**Cell sizes after repair**

The bar under the picture is 50 um long.
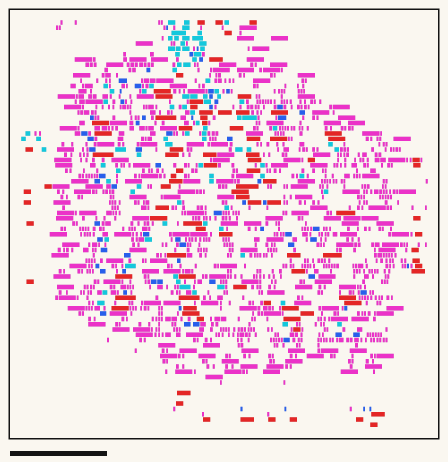
**Clock wiring as the flow saved it**

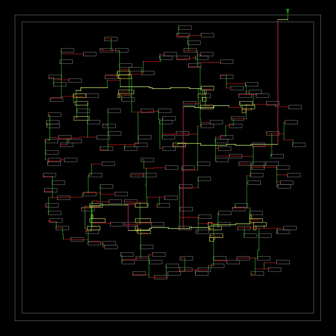
**The metal 4 layer**

Supply wires on this layer in gray.
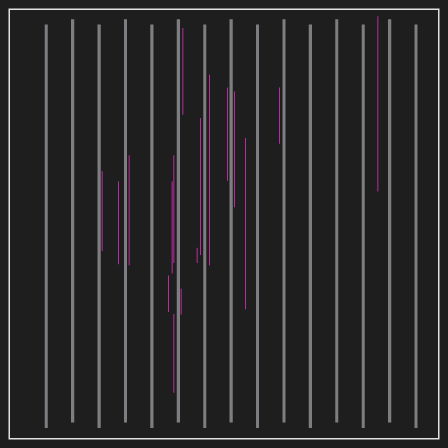
**Register map, names as in the netlist**

Other sequential cells in the stronger gray, the rest of the logic in the fainter gray.
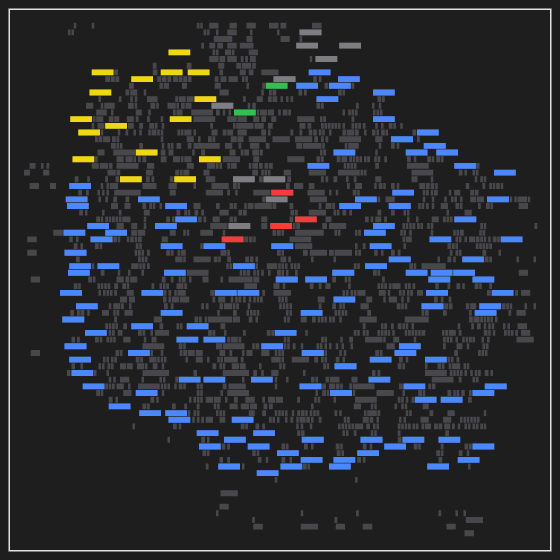
**Routed clock nets over the placement**

The bar under the picture is 50 um long.
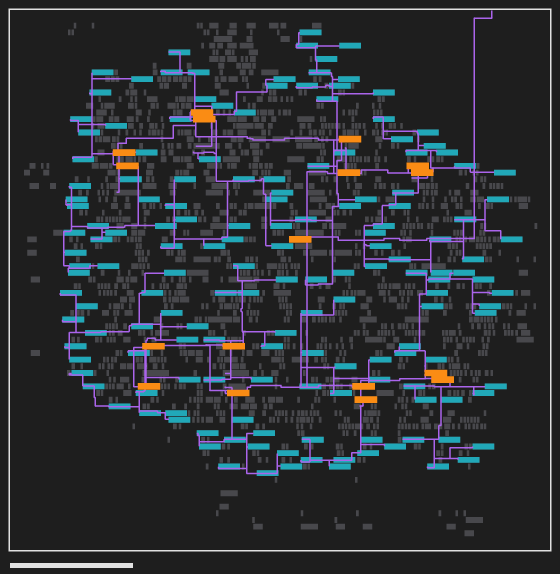
`src/rtl/nanorv32_dbg_apbif.sv`:
```
// APB debug controller for nanorv32: PC breakpoints, counted stepping, halt/resume FSM.
// Latency: writes commit in the APB setup cycle, reads are combinational; halt_req follows a match by 1 cycle.
// Backpressure: none; pready is tied 1 and pslverr is tied 0. Optional macro: NANORV32_DBG_HITCNT_EN (per-breakpoint hit counters).
module nanorv32_dbg_apbif #(
   parameter int NUM_BKPT   = 4,
   parameter int STEP_CNT_W = 16
) (
   input  logic                  clk_apb,
   input  logic                  rst_apb_n,
   input  logic                  apb_dbg_psel,
   input  logic [11:0]           apb_dbg_paddr,
   input  logic                  apb_dbg_penable,
   input  logic                  apb_dbg_pwrite,
   input  logic [31:0]           apb_dbg_pwdata,
   output logic [31:0]           dbg_apb_prdata,
   output logic                  dbg_apb_pready,
   output logic                  dbg_apb_pslverr,
   input  logic                  cpu_instr_valid,
   input  logic [31:0]           cpu_pc,
   output logic                  dbg_halt_req,
   output logic [NUM_BKPT-1:0]   dbg_bkpt_hit
);

   typedef enum logic {
      RUN    = 1'b0,
      HALTED = 1'b1
   } state_t;

   localparam logic [1:0] CAUSE_BKPT = 2'd1;
   localparam logic [1:0] CAUSE_STEP = 2'd2;
   localparam logic [1:0] CAUSE_EXT  = 2'd3;

   state_t                 state;
   state_t                 state_nxt;
   logic [1:0]             cause;
   logic [1:0]             cause_nxt;

   logic                   stepping;
   logic [NUM_BKPT-1:0]    bkpt_en;
   logic [NUM_BKPT-1:0]    hit;
   logic [STEP_CNT_W-1:0]  stepcnt;
   logic [31:0]            bkpt_addr [NUM_BKPT];

   logic [9:0]             reg_idx;
   logic                   wr_en;
   logic                   wr_ctrl;
   logic                   wr_status;
   logic                   wr_stepcnt;
   logic                   resume_wr;
   logic                   halt_wr;
   logic [NUM_BKPT-1:0]    match;
   logic                   step_evt;
   logic                   step_expire;
   logic                   unused_addr_lsb;

   assign reg_idx     = apb_dbg_paddr[11:2];
   assign wr_en       = apb_dbg_psel & apb_dbg_pwrite & ~apb_dbg_penable;
   assign wr_ctrl     = wr_en & (reg_idx == 10'd0);
   assign wr_status   = wr_en & (reg_idx == 10'd1);
   assign wr_stepcnt  = wr_en & (reg_idx == 10'd2);
   assign resume_wr   = wr_ctrl & apb_dbg_pwdata[1];
   assign halt_wr     = wr_ctrl & apb_dbg_pwdata[2];

   // Byte-lane bits of the address carry no meaning for word registers.
   assign unused_addr_lsb = ^apb_dbg_paddr[1:0];

   assign dbg_apb_pready  = 1'b1;
   assign dbg_apb_pslverr = 1'b0;
   assign dbg_halt_req    = (state == HALTED);

   // Breakpoint comparators; retires are invisible while halted, bit0 of the address is a don't-care.
   always_comb begin
      match = '0;
      for (int i = 0; i < NUM_BKPT; i++) begin
         match[i] = (state == RUN) & cpu_instr_valid & bkpt_en[i] &
                    (cpu_pc[31:1] == bkpt_addr[i][31:1]);
      end
   end

   assign step_evt    = (state == RUN) & stepping & cpu_instr_valid;
   assign step_expire = step_evt & (stepcnt <= STEP_CNT_W'(1));

   // Run/halt state and halt cause registers.
   always_ff @(posedge clk_apb or negedge rst_apb_n) begin
      if (!rst_apb_n) begin
         state <= RUN;
         cause <= 2'd0;
      end else begin
         state <= state_nxt;
         cause <= cause_nxt;
      end
   end

   // Next-state logic: breakpoint beats step beats external halt; cause survives resume.
   always_comb begin
      state_nxt = state;
      cause_nxt = cause;
      case (state)
         RUN: begin
            if (|match) begin
               state_nxt = HALTED;
               cause_nxt = CAUSE_BKPT;
            end else if (step_expire) begin
               state_nxt = HALTED;
               cause_nxt = CAUSE_STEP;
            end else if (halt_wr) begin
               state_nxt = HALTED;
               cause_nxt = CAUSE_EXT;
            end
         end
         HALTED: begin
            if (resume_wr) begin
               state_nxt = RUN;
            end
         end
         default: begin
            state_nxt = RUN;
         end
      endcase
   end

   // DBGCTRL storage; resume/halt bits are strobes and are not kept.
   always_ff @(posedge clk_apb or negedge rst_apb_n) begin
      if (!rst_apb_n) begin
         stepping <= 1'b0;
         bkpt_en  <= '0;
      end else if (wr_ctrl) begin
         stepping <= apb_dbg_pwdata[0];
         bkpt_en  <= apb_dbg_pwdata[8 +: NUM_BKPT];
      end
   end

   // Step counter: software write overrides a same-cycle decrement; expiry parks it at zero.
   always_ff @(posedge clk_apb or negedge rst_apb_n) begin
      if (!rst_apb_n) begin
         stepcnt <= '0;
      end else if (wr_stepcnt) begin
         stepcnt <= apb_dbg_pwdata[STEP_CNT_W-1:0];
      end else if (step_evt) begin
         stepcnt <= step_expire ? '0 : stepcnt - STEP_CNT_W'(1);
      end
   end

   // Sticky hit flags (a new hit beats a same-cycle W1C) and the one-cycle hit pulse.
   always_ff @(posedge clk_apb or negedge rst_apb_n) begin
      if (!rst_apb_n) begin
         hit          <= '0;
         dbg_bkpt_hit <= '0;
      end else begin
         hit          <= (hit & ~(wr_status ? apb_dbg_pwdata[8 +: NUM_BKPT] : '0)) | match;
         dbg_bkpt_hit <= match;
      end
   end

   // Breakpoint address registers at word index 8+i.
   always_ff @(posedge clk_apb or negedge rst_apb_n) begin
      if (!rst_apb_n) begin
         for (int i = 0; i < NUM_BKPT; i++) begin
            bkpt_addr[i] <= '0;
         end
      end else begin
         for (int i = 0; i < NUM_BKPT; i++) begin
            if (wr_en && (reg_idx == 10'(8 + i))) begin
               bkpt_addr[i] <= apb_dbg_pwdata;
            end
         end
      end
   end

`ifdef NANORV32_DBG_HITCNT_EN
   logic [15:0] hitcnt [NUM_BKPT];

   // Saturating hit counters at word index 16+i; any write clears, clear plus hit yields 1.
   always_ff @(posedge clk_apb or negedge rst_apb_n) begin
      if (!rst_apb_n) begin
         for (int i = 0; i < NUM_BKPT; i++) begin
            hitcnt[i] <= '0;
         end
      end else begin
         for (int i = 0; i < NUM_BKPT; i++) begin
            if (wr_en && (reg_idx == 10'(16 + i))) begin
               hitcnt[i] <= match[i] ? 16'd1 : 16'd0;
            end else if (match[i] && (hitcnt[i] != 16'hFFFF)) begin
               hitcnt[i] <= hitcnt[i] + 16'd1;
            end
         end
      end
   end
`endif

   // Combinational read mux; anything unmapped or unselected reads zero.
   always_comb begin
      dbg_apb_prdata = '0;
      if (apb_dbg_psel) begin
         case (reg_idx)
            10'd0: begin
               dbg_apb_prdata[0]             = stepping;
               dbg_apb_prdata[8 +: NUM_BKPT] = bkpt_en;
            end
            10'd1: begin
               dbg_apb_prdata[0]             = (state == HALTED);
               dbg_apb_prdata[3:2]           = cause;
               dbg_apb_prdata[8 +: NUM_BKPT] = hit;
            end
            10'd2: begin
               dbg_apb_prdata[STEP_CNT_W-1:0] = stepcnt;
            end
            default: begin
               for (int i = 0; i < NUM_BKPT; i++) begin
                  if (reg_idx == 10'(8 + i)) begin
                     dbg_apb_prdata = bkpt_addr[i];
                  end
`ifdef NANORV32_DBG_HITCNT_EN
                  if (reg_idx == 10'(16 + i)) begin
                     dbg_apb_prdata[15:0] = hitcnt[i];
                  end
`endif
               end
            end
         endcase
      end
   end

endmodule

```
`config.mk`:
```
export PLATFORM = sky130hd
export DESIGN_NAME = nanorv32_dbg_apbif
export DESIGN_NICKNAME = d
export VERILOG_FILES = /design/src/rtl/nanorv32_dbg_apbif.sv
export SDC_FILE = /design/constraint.sdc
export NUM_CORES = 1
export LEC_CHECK = 0
export ABC_AREA = 1
export ABC_CLOCK_PERIOD_IN_PS = 2400
export CAP_MARGIN = 20
export CORE_MARGIN = 5
export CORE_UTILIZATION = 23
export CTS_BUF_LIST = sky130_fd_sc_hd__clkbuf_16
export CTS_CLUSTER_SIZE = 24
export DETAILED_ROUTE_END_ITERATION = 16
export DONT_BUFFER_PORTS = 1
export PLACE_DENSITY = 0.41
export SYNTH_ARGS = -nofsm -noshare
export SYNTH_HDL_FRONTEND = slang
export SYNTH_SLANG_ARGS = --single-unit
```
`constraint.sdc`:
```
create_clock -name clk_apb -period 2.4 [get_ports clk_apb]
set_input_delay 0.48 -clock clk_apb [delete_from_list [all_inputs] [get_ports clk_apb]]
set_output_delay 0.48 -clock clk_apb [all_outputs]
set_load 0.03 [all_outputs]
```
==> job_summary.md <==
### Flow metrics

| Metric | Value |
|---|---|
| Outcome | `complete, but fails checks` |
| Violations in the final reports | `negative hold slack, negative setup slack` |
| Max-cap violations | `0` |
| Chip footprint | `48400 um2` |
| Max-slew violation count | `0` |
| Overall global routing resource usage | `0.167` |
| Number of stages on the worst setup path | `13` |
| Standby leakage power | `6.35 nW` |
| Slack of the worst reg-to-reg path | `0.33 ns` |
| Clock skew | `0.0156 ns` |
| Final total negative setup slack | `-1.67 ns` |
| Clock-pin slew reported for the worst setup and hold paths after clock tree synthesis | `0.07 ns` |
| Number of buffers added on ports | `0` |
| Top cell type by total area after synthesis | `sky130_fd_sc_hd__dfrtp_1` |
| Final non-filler cell total | `2197` |
| Area Overhead vs Synth | `28.6%` |
| Placed insts | `2142` |
| Layout Utilization | `0.297` |
| Final period util | `1.06` |
| Number of global-route vias before repair | `approximately 9500` |
| Maximum fanout encountered on the critical timing path | `6` |
| Top-level port count | `121` |
| Count of cell types in the netlist | `slightly above 40` |
| Clock root buffer | `sky130_fd_sc_hd__clkbuf_16` |
| Crit path buffers/inverters | `6` |
| Most popular library cell in the synthesized design by count | `sky130_fd_sc_hd__nand2_1` |
| Die Span X | `220 um` |
| Vias post-DR | `9708` |
| Launch point of the critical path | `apb_dbg_paddr[11]` |
| FFs w/ async S/R, synth | `1.00` |
| Placement Rows | `77` |
| Classification of the worst setup path | `input port to output port` |
| Min-delay worst type | `input port to async pin` |
| Detailed-routing iteration count for the pre-antenna-repair pass | `5` |
| Largest cells by area after synthesis | `sky130_fd_sc_hd__dfrtp_1 (40%), sky130_fd_sc_hd__nand2_1 (20%), sky130_fd_sc_hd__inv_1 (7.5%), sky130_fd_sc_hd__o21ai_1 (5.5%), sky130_fd_sc_hd__nor2_1 (4.0%)` |
| Fraction of layout cells with a size suffix above 1 | `0.158` |
| Hold Worst Slack | `-0.261 ns` |
| Launch instance of the worst register-to-register path | `dbg_halt_req$_DFF_PN0_` |
| Core outline area | `43900 um2` |
| Depth of the worst register-to-register path | `11` |
| Final-report setup violation count | `31` |
| Max Fclk | `between 300 and 400 MHz` |
| Clock tree from TritonCTS | `built` |
| Sink count of the clock tree | `160` |
| Total Wirelength | `40.4 mm` |
| Setup slack after layout | `-0.144 ns` |
| Number of fill cells in the layout | `between 4000 and 5000` |
| Slowest stage delay, CP | `0.26 ns` |
| Post-cts gate resize count | `102` |
| Required time reported for the critical path endpoint | `1.92 ns` |
| End of the worst register-to-register path | `cause[0]$_DFFE_PN0P_` |
| Total congestion overflow | `0` |
| Antenna violations before repair | `1` |
| Number of DRC violations after detailed routing | `0` |
| Cell area after technology mapping | `10100 um2` |
| Arrival time at the worst endpoint | `2.06 ns` |
| Sequential share of the synthesized area | `0.395` |
| Largest net degree at the start of global routing | `approximately 160` |
| Ys cells | `1501` |
| Kind of end point of the critical path | `output port` |
| H-tree depth | `4` |
| Number of enable-type register cells in the synthesized netlist | `0` |
| Post-synthesis net count | `1585` |
| Die Height | `between 200 and 250 um` |
| First-pass GRT wire length | `~60 mm` |
| Kind of start point of the critical path | `input port` |
| Initial core utilization | `0.231` |
| Vias per std cell | `4.42` |
| Post-CTS setup buffer count | `13` |
| Chip area in the Yosys report | `10100 um2` |
| Log Warnings | `36` |
| Worst setup endpoint | `dbg_apb_prdata[11]` |
| Family with the most delay on the worst path | `simple AND/OR/NAND/NOR gates` |
| Number of warnings reported in the yosys synthesis log | `0` |
| Late-Pin Clk Latency | `0.45 ns` |
| Max Buffers Root-to-Sink | `2` |
| Average routed wire per standard cell | `18.4 um` |
| Placer Congestion | `0.836` |
| Cell Chain, Critical Path | `or2_4 > nor2_4 > inv_4 > nor2_8 > buf_12 > buf_16 > buf_8 > nand2_2 > nand3_2 > a21oi_2 > nor2_1 > buf_4 > buf_6` |
| Minimum clock period | `around 2.5 ns` |
| Total Nets Final | `between 1500 and 2000` |
| DP HPWL | `approximately 29 mm` |
| Total power of the final layout | `6.17 mW` |
| Total power density per cell area | `474 nW/um2` |
| Peak supply drop | `0.409 mV` |
| Setup repair after global routing missed its margin | `yes` |
| Count of endpoints failing hold in the final timing report | `approximately 160` |
| Register bit total from synthesis | `160` |
| Most used flip-flop cell after synthesis | `sky130_fd_sc_hd__dfrtp_1` |
| Number of DRC violations after detailed-routing iteration 0 | `790` |
| Mean area per synthesized cell | `~6.8 um2` |
| Area share of the largest cell type after synthesis | `0.395` |
| Post-synthesis instance total | `1501` |
| Commonest cells in the netlist | `sky130_fd_sc_hd__nand2_1 (552), sky130_fd_sc_hd__inv_1 (202), sky130_fd_sc_hd__dfrtp_1 (160)` |
| Critical-path top delay cell | `sky130_fd_sc_hd__or2_4` |
| Antenna-violating nets left | `0` |
-- 'cell sizes after repair' (at the start) --
legend:
  cyan:
    size: _3 and _4 cells
    cells: 89
    most_used: buf_4
  red:
    size: _6 and larger
    cells: 94
    most_used: buf_6
  blue:
    size: _2 cells
    cells: 70
    most_used: nand3_2
  magenta:
    size: _0 and _1 cells
    cells: 1351
    most_used: nand2_1

-- 'clock wiring as the flow saved it' (at the start) --
clock-net power: 2.93 mW
cts bufs inserted: 17

-- 'the metal 4 layer' (at the start) --
share of all routed wire: 2.1%
nets with wire on the layer: 15
longest straight run: 97.9 um

-- 'register map, names as in the netlist' (at the start) --
legend:
  yellow:
    netlist_name: stepcnt
    placed_flops: 16
    where: upper left
  red:
    netlist_name: hit
    placed_flops: 4
    where: center
  green:
    netlist_name: cause
    placed_flops: 2
  blue:
    netlist_name: bkpt_addr
    placed_flops: 128
not colored: 10

-- 'routed clock nets over the placement' (at the start) --
legend:
  cyan:
    item: flip-flops
    count: 160
  orange:
    item: clock drivers
    count: 17
  purple:
    item: clock wires
    length: 2710 um
routed clock nets: 18
flops lie: all over the die

==> layout by cell type, fill, tap and decap left out, types with 18 or more instances in the layout <==
| cell type | netlist | final |
|---|---|---|
| sky130_fd_sc_hd__nand2_1 | 552 | 541 |
| sky130_fd_sc_hd__inv_1 | 202 | 197 |
| sky130_fd_sc_hd__dfrtp_1 | 160 | 160 |
| sky130_fd_sc_hd__o21ai_1 | 112 | 115 |
| sky130_fd_sc_hd__nor2_1 | 109 | 106 |
| sky130_fd_sc_hd__buf_4 | 7 | 60 |
| sky130_fd_sc_hd__nand3_1 | 64 | 47 |
| sky130_fd_sc_hd__o21ai_0 | 48 | 44 |
| sky130_fd_sc_hd__a21oi_1 | 55 | 43 |
| sky130_fd_sc_hd__xor2_1 | 40 | 40 |
| sky130_fd_sc_hd__buf_6 | 6 | 31 |
| sky130_fd_sc_hd__buf_12 | 0 | 29 |
| sky130_fd_sc_hd__o211ai_1 | 22 | 22 |
| sky130_fd_sc_hd__nand3_2 | 2 | 19 |
| sky130_fd_sc_hd__clkbuf_16 | 0 | 18 |
==> report_power, final <==
part	switching (mW)	internal [mW]
combinational	0.330	0.168
clock	1.21	1.72
sequential	0.0291	2.72
total	1.57	4.60
==> worst reg2reg max path, stage by stage, from the launching register on <==
cell                      delay (ns)
sky130_fd_sc_hd__dfrtp_1        0.43
sky130_fd_sc_hd__inv_1          0.19
sky130_fd_sc_hd__nand3_1        0.21
sky130_fd_sc_hd__nor2_1         0.18
sky130_fd_sc_hd__nand2_1        0.11
sky130_fd_sc_hd__nor2_1         0.11
sky130_fd_sc_hd__nand2_1        0.09
sky130_fd_sc_hd__nor2_1         0.29
sky130_fd_sc_hd__nor2_1         0.13
sky130_fd_sc_hd__nand2_1        0.12
sky130_fd_sc_hd__nor2_1         0.05
sky130_fd_sc_hd__nor2_1         0.10
==> routing by layer <==
layer	part of all wire	GRT usage	vias up
li1	-	-	4897
met4	0.021	0.0445	0
met2	0.48	0.277	227
met1	0.45	0.221	4547
met5	0	0	-
met3	0.055	0.0372	37
==> flip-flops by register name, summed over array words and instances (netlist names) <==
name and cells:
bkpt_addr 128, bkpt_en 4, cause 2, dbg_bkpt_hit 4
dbg_halt_req 1, hit 4, stepcnt 16, stepping 1
==> cell families (layout without fill, tap and decap cells) <==
group,Yosys count,count (layout),share of synthesized area
AND-OR/OR-AND,264,264,0.144
XOR/XNOR,40,40,0.0346
adder cells (fa/ha/maj),2,2,0.00247
buffers and inverters,263,366,0.110
flip-flops,160,160,0.395
other,2,3,0.000741
AND/OR/NAND/NOR,770,770,0.313
==> area by class of cell <==
type                       count  area [um2]  area share
tap                          592         741      0.0568
multi-input combinational   1078        5310       0.408
sequential                   160        4000       0.307
clock inverter                14         176      0.0135
antenna                        1        2.50    0.000192
clock buffer                  17         425      0.0326
timing repair buffer         128        1580       0.121
inverter                     207         792      0.0608
==> stage by stage <==
step           hold slack (ns)  setup slack (ns)  instance area [um2]
6_report                -0.261            -0.144                13000
5_1_grt                 -0.282            -0.195                13000
4_1_cts                 -0.287            -0.160                12900
3_5_place_dp             0.202            -0.163                11600
3_3_place_gp             0.193            -0.162                11600
2_1_floorplan            0.184            0.0303                10200
No activity file was given, so power comes from the tool's default toggle rates.
